**Run 1: met3 routing**

(4 px per µm)
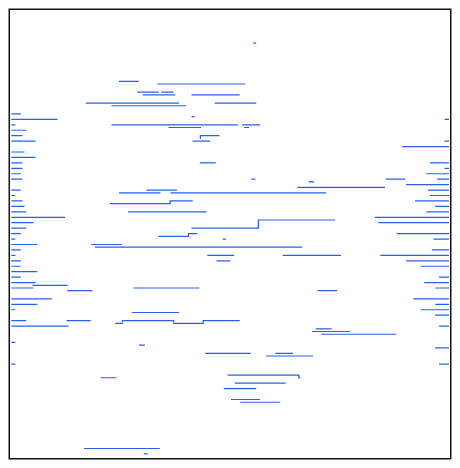
**Run 1: gate-type map**

(3 px per µm)
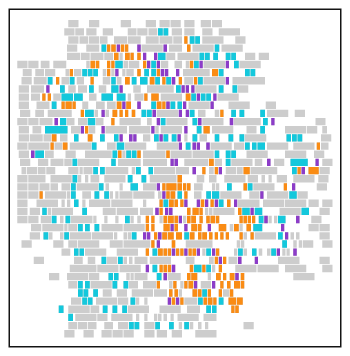
**Run 1: routing congestion map**

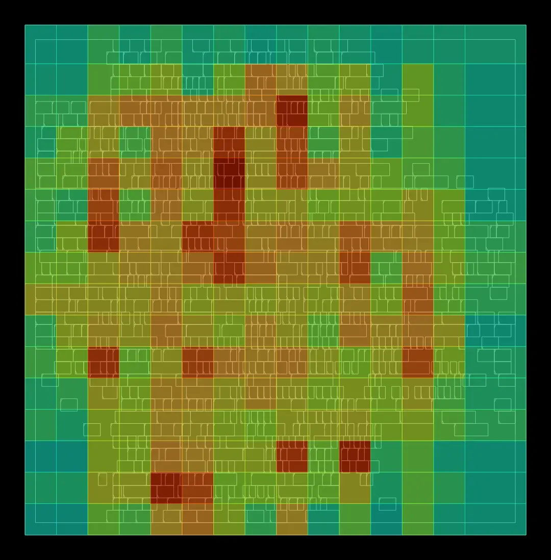
Design addsub_flags_pipe, sky130hd; sources not shown.
==> summary.txt, run 1 <==
fresh numbers from the pnr run: CTS tree yes, area grow syn2layout 33.4%, fin worst setup slack roughly 0.10 ns, first-pass GRT wire length ~21 mm, # Cells Yosys about 740, Hold Vio Cnt, Final 0, max-cap viol count 0, CTS H-tree lvls 3, clock root buffer master clkbuf_16, combinational power share 30.9%, CTS Buf Count 9, WP buf/inv 2, CTS Sinks ~90, placed cells 992, synthesized area per cell between 6 and 7 µm², Max stage delay on crit path roughly 0.35 ns, Setup Viol. Count Final 0, cell taking the most area after synthesis dfxtp_1, Tmin final between 2 and 2.5 ns, WS Path Type flip-flop to flip-flop, FMAX 477 MHz, max FFs per register 32, type of destination of the critical path flip-flop, worst vdd ir roughly 370 µV, Pleak ~3.2 nW, sw frac roughly 33%, Mapped Cells 741, critical path arrival between 2 and 2.5 ns, critical path depth 12, Clock power frac 31.4%, Least-Margin Pin Slew 0.545 ns, layout cells sized above 1 a little under a tenth, distinct lib cells 37, Die H around 110 µm, worst skew pair latency between 0.3 and 0.4 ns, antenna violations before repair 0, Post-DP HPWL slightly above 10 mm, Cell Rows 39, Yosys top cell area share approximately 35%, Fin Clk Skew around 0.0063 ns, Clock Pin Slew Worst Setup and Hold Paths roughly 0.060 ns, Post-Syn Area around 5200 µm², CP cell instances fa_2 > inv_1 > fa_2 > buf_4 > xnor2_1 > nor3_1 > nand2_1 > nor2_2 > nand3_1 > nor2_1 > nand3_1 > a21oi_2, vias per cell approximately 5.0, placer congestion estimate between 0.9 and 1, outcome completed, Routed met3 length 983 µm, drc violations 0, sequential share of power between 30 and 40%, Worst path slowest cell dfxtp_2, Overflow after GRT 0, met2 wire len 5.50 mm, footprint of the multi-input gates a little under 3000 µm², asr flop ratio synth 0%, Req. time, crit path roughly 2.5 ns, CP Max Fanout 2, post-CTS sizing 1, FF-to-FF path depth 12, max-slew violations 0, Top Metal Used met4, vias in the first global route approximately 4,500, area occupied by registers between 1500 and 2000 µm², Routed Antenna Nets 0, Psw 1.60 mW, Largest cells by area dfxtp_1 35%, nand2_1 9.4%, o21ai_0 7.5%, top_reg_cell synth dfxtp_1, yosys warns 0, Mapped Nets approximately 840, 1st-iter DRT viols 341, post-place setup slack -0.145 ns, Seq share, synth roughly a third, Setup Fix Bufs, Post-CTS 0, Int Pwr 3.25 mW, I/O Pins roughly 110, Metal-1 WL 6.31 mm, Worst Hold Path Cells 3, OpenROAD warning count 28, DRT Pass-1 Iters 5, R2R setup slack between 0.1 and 0.15 ns, # diodes 0, Synth flops between 80 and 90, buffers added on ports between 100 and 150, die x size between 100 and 150 µm, Post-synth EDFFs 0, pwr/cell area approximately 700 nW/µm², Pre-Place Util between 40 and 50%, Hold Crit Class input port to flip-flop, Final Cycle Share between 90 and 100%, count leader, synth nand2_1, # fillers 987, final net count approximately 960, RSZ-0062 raised after global routing true, cts hold-fix bufs 0, most common library cells after synthesis 129 x nand2_1, 96 x inv_1, 89 x dfxtp_1, core area between 10,000 and 15,000 µm², hold_ws between 0.3 and 0.4 ns, yosys stat chip area between 5000 and 6000 µm², delay-heaviest family, CP simple AND/OR/NAND/NOR gates, Max Root-Sink Buffers 2, die area between 10,000 and 15,000 µm², Slew headroom 63.5%, largest net degree at the start of global routing 61, CP startpoint kind flip-flop
About 'met3 routing':
wire length on this layer: 983 µm
nets with wire on the layer: 115
longest straight run: 51.5 µm
share of all routed wire: 7.6%
main direction: horizontal
M3 GR Usage: 4.22%
via count: 5,063
WL final: 13.0 mm

About 'gate-type map':
[orange] nand cells | cells: 173 | most used: nand2_1
[purple] inv cells | cells: 99 | most used: inv_1
[cyan] aoi and oai cells | cells: 177 | most used: o21ai_0
Comb/total area: 42.5%
most instantiated logic cell after routing: nand2_1
post-route insts no fill: 1,007

About 'routing congestion map':
GRT Util Overall: 21.7%
met2 usage: 31.2%
Core Util, Final: 61.7%
drt wl/cell: 12.9 µm

## run 1: layout by cell type, fill, tap and decap left out, types with 9 or more instances in the layout
cell	netlist	final
nand2_1	129	123
clkdlybuf4s50_1	0	106
inv_1	96	95
nor2_1	88	87
dfxtp_1	89	86
o21ai_0	77	77
a21oi_1	73	73
nand3_1	34	32
ha_1	29	29
buf_4	2	29
xor2_1	21	20
xnor2_1	20	20
o211ai_1	9	9
clkbuf_16	0	9
## run 1: cell families after synthesis
| group | count (synthesis) | synth area share, % |
|---|---|---|
| compound gates | 179 | 19.2 |
| xor+xnor | 41 | 6.95 |
| fa+ha+maj | 32 | 8.19 |
| buf+inv | 130 | 9.72 |
| flops | 89 | 34.5 |
| simple gates | 270 | 21.4 |
## run 1: per-layer routing
layer	GRT usage, %	up-vias
met5	0	-
met1	32.6	2226
met4	6.16	0
met2	31.2	178
met3	4.22	16
li1	-	2643
## run 1: stage by stage
step	cell area [µm²]	power, mW	TNS (ns)
floorplan	5180	2.80	-0.00455
global placement	6560	3.30	-0.0331
detailed placement	6560	3.33	-0.688
CTS	6850	4.85	0
global route	6890	5.11	-0.00453
finish	6890	4.85	0
## run 1: power by group through the flow
stage | combinational (mW) | sequential [mW] | clock, mW
after global routing | 1.66 | 1.84 | 1.61
after CTS | 1.48 | 1.82 | 1.54
after detailed placement | 1.47 | 1.86 | 0
after global placement | 1.44 | 1.85 | 0
after floorplan | 0.787 | 2.01 | 0
final | 1.50 | 1.83 | 1.52
## run 1: layout make-up
type | instances | area share (%)
repair buffers | 139 | 19.3
multi-input cells | 522 | 42.5
inverters | 99 | 5.39
flip-flops and latches | 89 | 25.9
well taps | 143 | 2.60
clock inverters | 6 | 0.999
clock buffers | 9 | 3.27
==> run 2, diff against run 1 <==
Settings changed: CTS_BUF_LIST set to sky130_fd_sc_hd__clkbuf_16, TNS_END_PERCENT set to 5.
**Run 2: sizing map**

(3 px per µm)
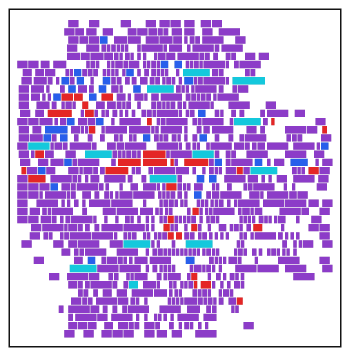
[red] x2 | cells: 33
[cyan] x6 and larger | cells: 13
[blue] x3 and x4 | cells: 34
[purple] x1 and smaller | cells: 784
bufs w/o clock: 139
fin worst setup slack: 0.104 ns
post-route design area: 6890 µm²
area grow syn2layout: 33.4%

**Run 2: gate-type map**

(3 px per µm)
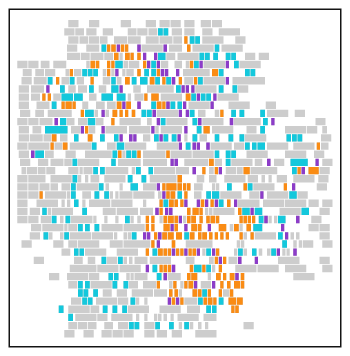
[purple] inv cells | cells: 99 | most used: inv_1
[orange] nand cells | cells: 173 | most used: nand2_1
[cyan] aoi and oai cells | cells: 177 | most used: o21ai_0

==> run 2 against run 1 <==
Core utilization did not move. Clock skew stayed put. Total power did not move. Combinational power is essentially flat. Maximum frequency is the same. Largest power group unchanged. Via count unchanged. Sequential power hardly changed.
==> summary.txt, run 2 <==
fresh numbers from the pnr run: Hold Crit Class input port to flip-flop, antenna violations before repair 0, Synth flops approximately 89, Pleak between 3 and 4 nW, Setup Viol. Count Final 0, FF-to-FF path depth 12, drc violations 0, WL final 13.0 mm, worst skew pair latency between 0.3 and 0.4 ns, Post-Syn Area about 5200 µm², asr flop ratio synth 0%, CP Max Fanout 2, Mapped Nets 844, Seq share, synth 34.5%, Tmin final ~2.1 ns, Mapped Cells roughly 740, # Cells Yosys around 740, CP startpoint kind flip-flop, Largest cells by area dfxtp_1 35%, nand2_1 9.4%, o21ai_0 7.5%, Fin Clk Skew ~0.0063 ns, Least-Margin Pin Slew 0.545 ns, most frequent cells in the layout 123 x nand2_1, 106 x clkdlybuf4s50_1, 95 x inv_1, CTS H-tree lvls 3, FMAX about 480 MHz, type of destination of the critical path flip-flop, CTS Sinks slightly below 90, WS Path Type flip-flop to flip-flop, Worst Hold Path Cells 3, buffers added on ports 109, most common library cells after synthesis 129 x nand2_1, 96 x inv_1, 89 x dfxtp_1, most instantiated logic cell after routing nand2_1, Pre-Place Util a little under half, placer congestion estimate 0.924, Hold Vio Cnt, Final 0, Post-DP HPWL about 10 mm, final net count slightly below 1,000, max-cap viol count 0, clock root buffer master clkbuf_16, Req. time, crit path roughly 2.5 ns, Slew headroom 63.5%, # diodes 0, first-pass GRT wire length around 21 mm, worst vdd ir 369 µV, RSZ-0062 raised after global routing true, Psw ~1.6 mW, Setup Fix Bufs, Post-CTS 0, vias per cell 5.03, dpl cell area 6560 µm², vias in the first global route 4,537, sw frac 33.1%, Core Util, Final roughly 62%, synthesized area per cell between 6 and 7 µm², drt wl/cell 12.9 µm, pwr/cell area slightly above 700 nW/µm², final setup TNS 0 ns, Int Pwr ~3.2 mW, Die H ~110 µm, die x size 110 µm, CTS tree yes, Clock power frac around a third, Final Cycle Share a little over nine tenths, DRT Pass-1 Iters 5, outcome completed, post-route insts no fill between 1,000 and 1,500, I/O Pins ~110, Clock Pin Slew Worst Setup and Hold Paths 0.06 ns, Post-synth EDFFs 0, placed cells between 900 and 1,000, max-slew violations 0
**Run 2: cells coloured by class**

(3 px per µm) Fill, decap, tap and diode cells in grey.
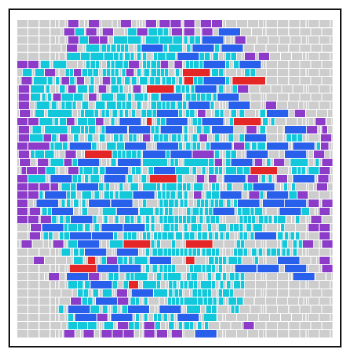
[blue] registers | cells: 89 | share of their area: 27%
[purple] remaining buffers and delay cells | cells: 139 | share of their area: 20%
[cyan] remaining logic cells | cells: 621 | share of their area: 49%
[red] clock drivers and dummy loads | cells: 15 | share of their area: 4.4%
core area: 11,200 µm²
Cell Rows: 39
Seq area share: 25.9%

[run 2: final cells by class]
class,instances,area (µm²)
repair buffers,139,1330
multi-input cells,522,2930
clock inverters,6,68.8
flip-flops and latches,89,1790
fillers,987,4290
clock buffers,9,225
well taps,143,179
inverters,99,372
[run 2: worst max-delay path, cell delays in order, from the launching register on]
cell	delay, ns
dfxtp_2	0.35
fa_2	0.22
inv_1	0.06
fa_2	0.35
buf_4	0.14
xnor2_1	0.13
nor3_1	0.19
nand2_1	0.09
nor2_2	0.14
nand3_1	0.07
nor2_1	0.09
nand3_1	0.08
a21oi_2	0.11
[run 2: cells by family after synthesis]
kind of cell,after synthesis,share of synthesized area (%)
xor+xnor,41,6.95
buf+inv,130,9.72
fa+ha+maj,32,8.19
compound gates,179,19.2
flops,89,34.5
simple gates,270,21.4
[run 2: per-stage QoR]
stage / worst slack, ns / power (mW)
after detailed placement: -0.145 / 3.33
after global placement: -0.0331 / 3.30
after floorplan: -0.00455 / 2.80
final: 0.104 / 4.85
after CTS: 0.00955 / 4.85
after global routing: -0.00453 / 5.11
[run 2: layer usage]
layer	vias up	track usage (%)	share of wire (%)
li1	2643	-	-
met1	2226	32.6	49
met2	178	31.2	42
met3	16	4.22	7.6
met4	0	6.16	1.4
met5	-	0	0
[run 2: timing repair]
item                                    CTS  global route
endpoints found under the setup margin    1             5
hold buffers                              0             0
pin swaps                                 0             1
gates resized                             1            14
endpoints found under the hold margin     0             0
[run 2: power groups by stage]
stage          logic [mW]  clock network (mW)  registers (mW)
3_3_place_gp         1.44                   0            1.85
6_report             1.50                1.52            1.83
5_1_grt              1.66                1.61            1.84
3_5_place_dp         1.47                   0            1.86
4_1_cts              1.48                1.54            1.82
2_1_floorplan       0.787                   0            2.01
Power is estimated from default activity; no workload was simulated.
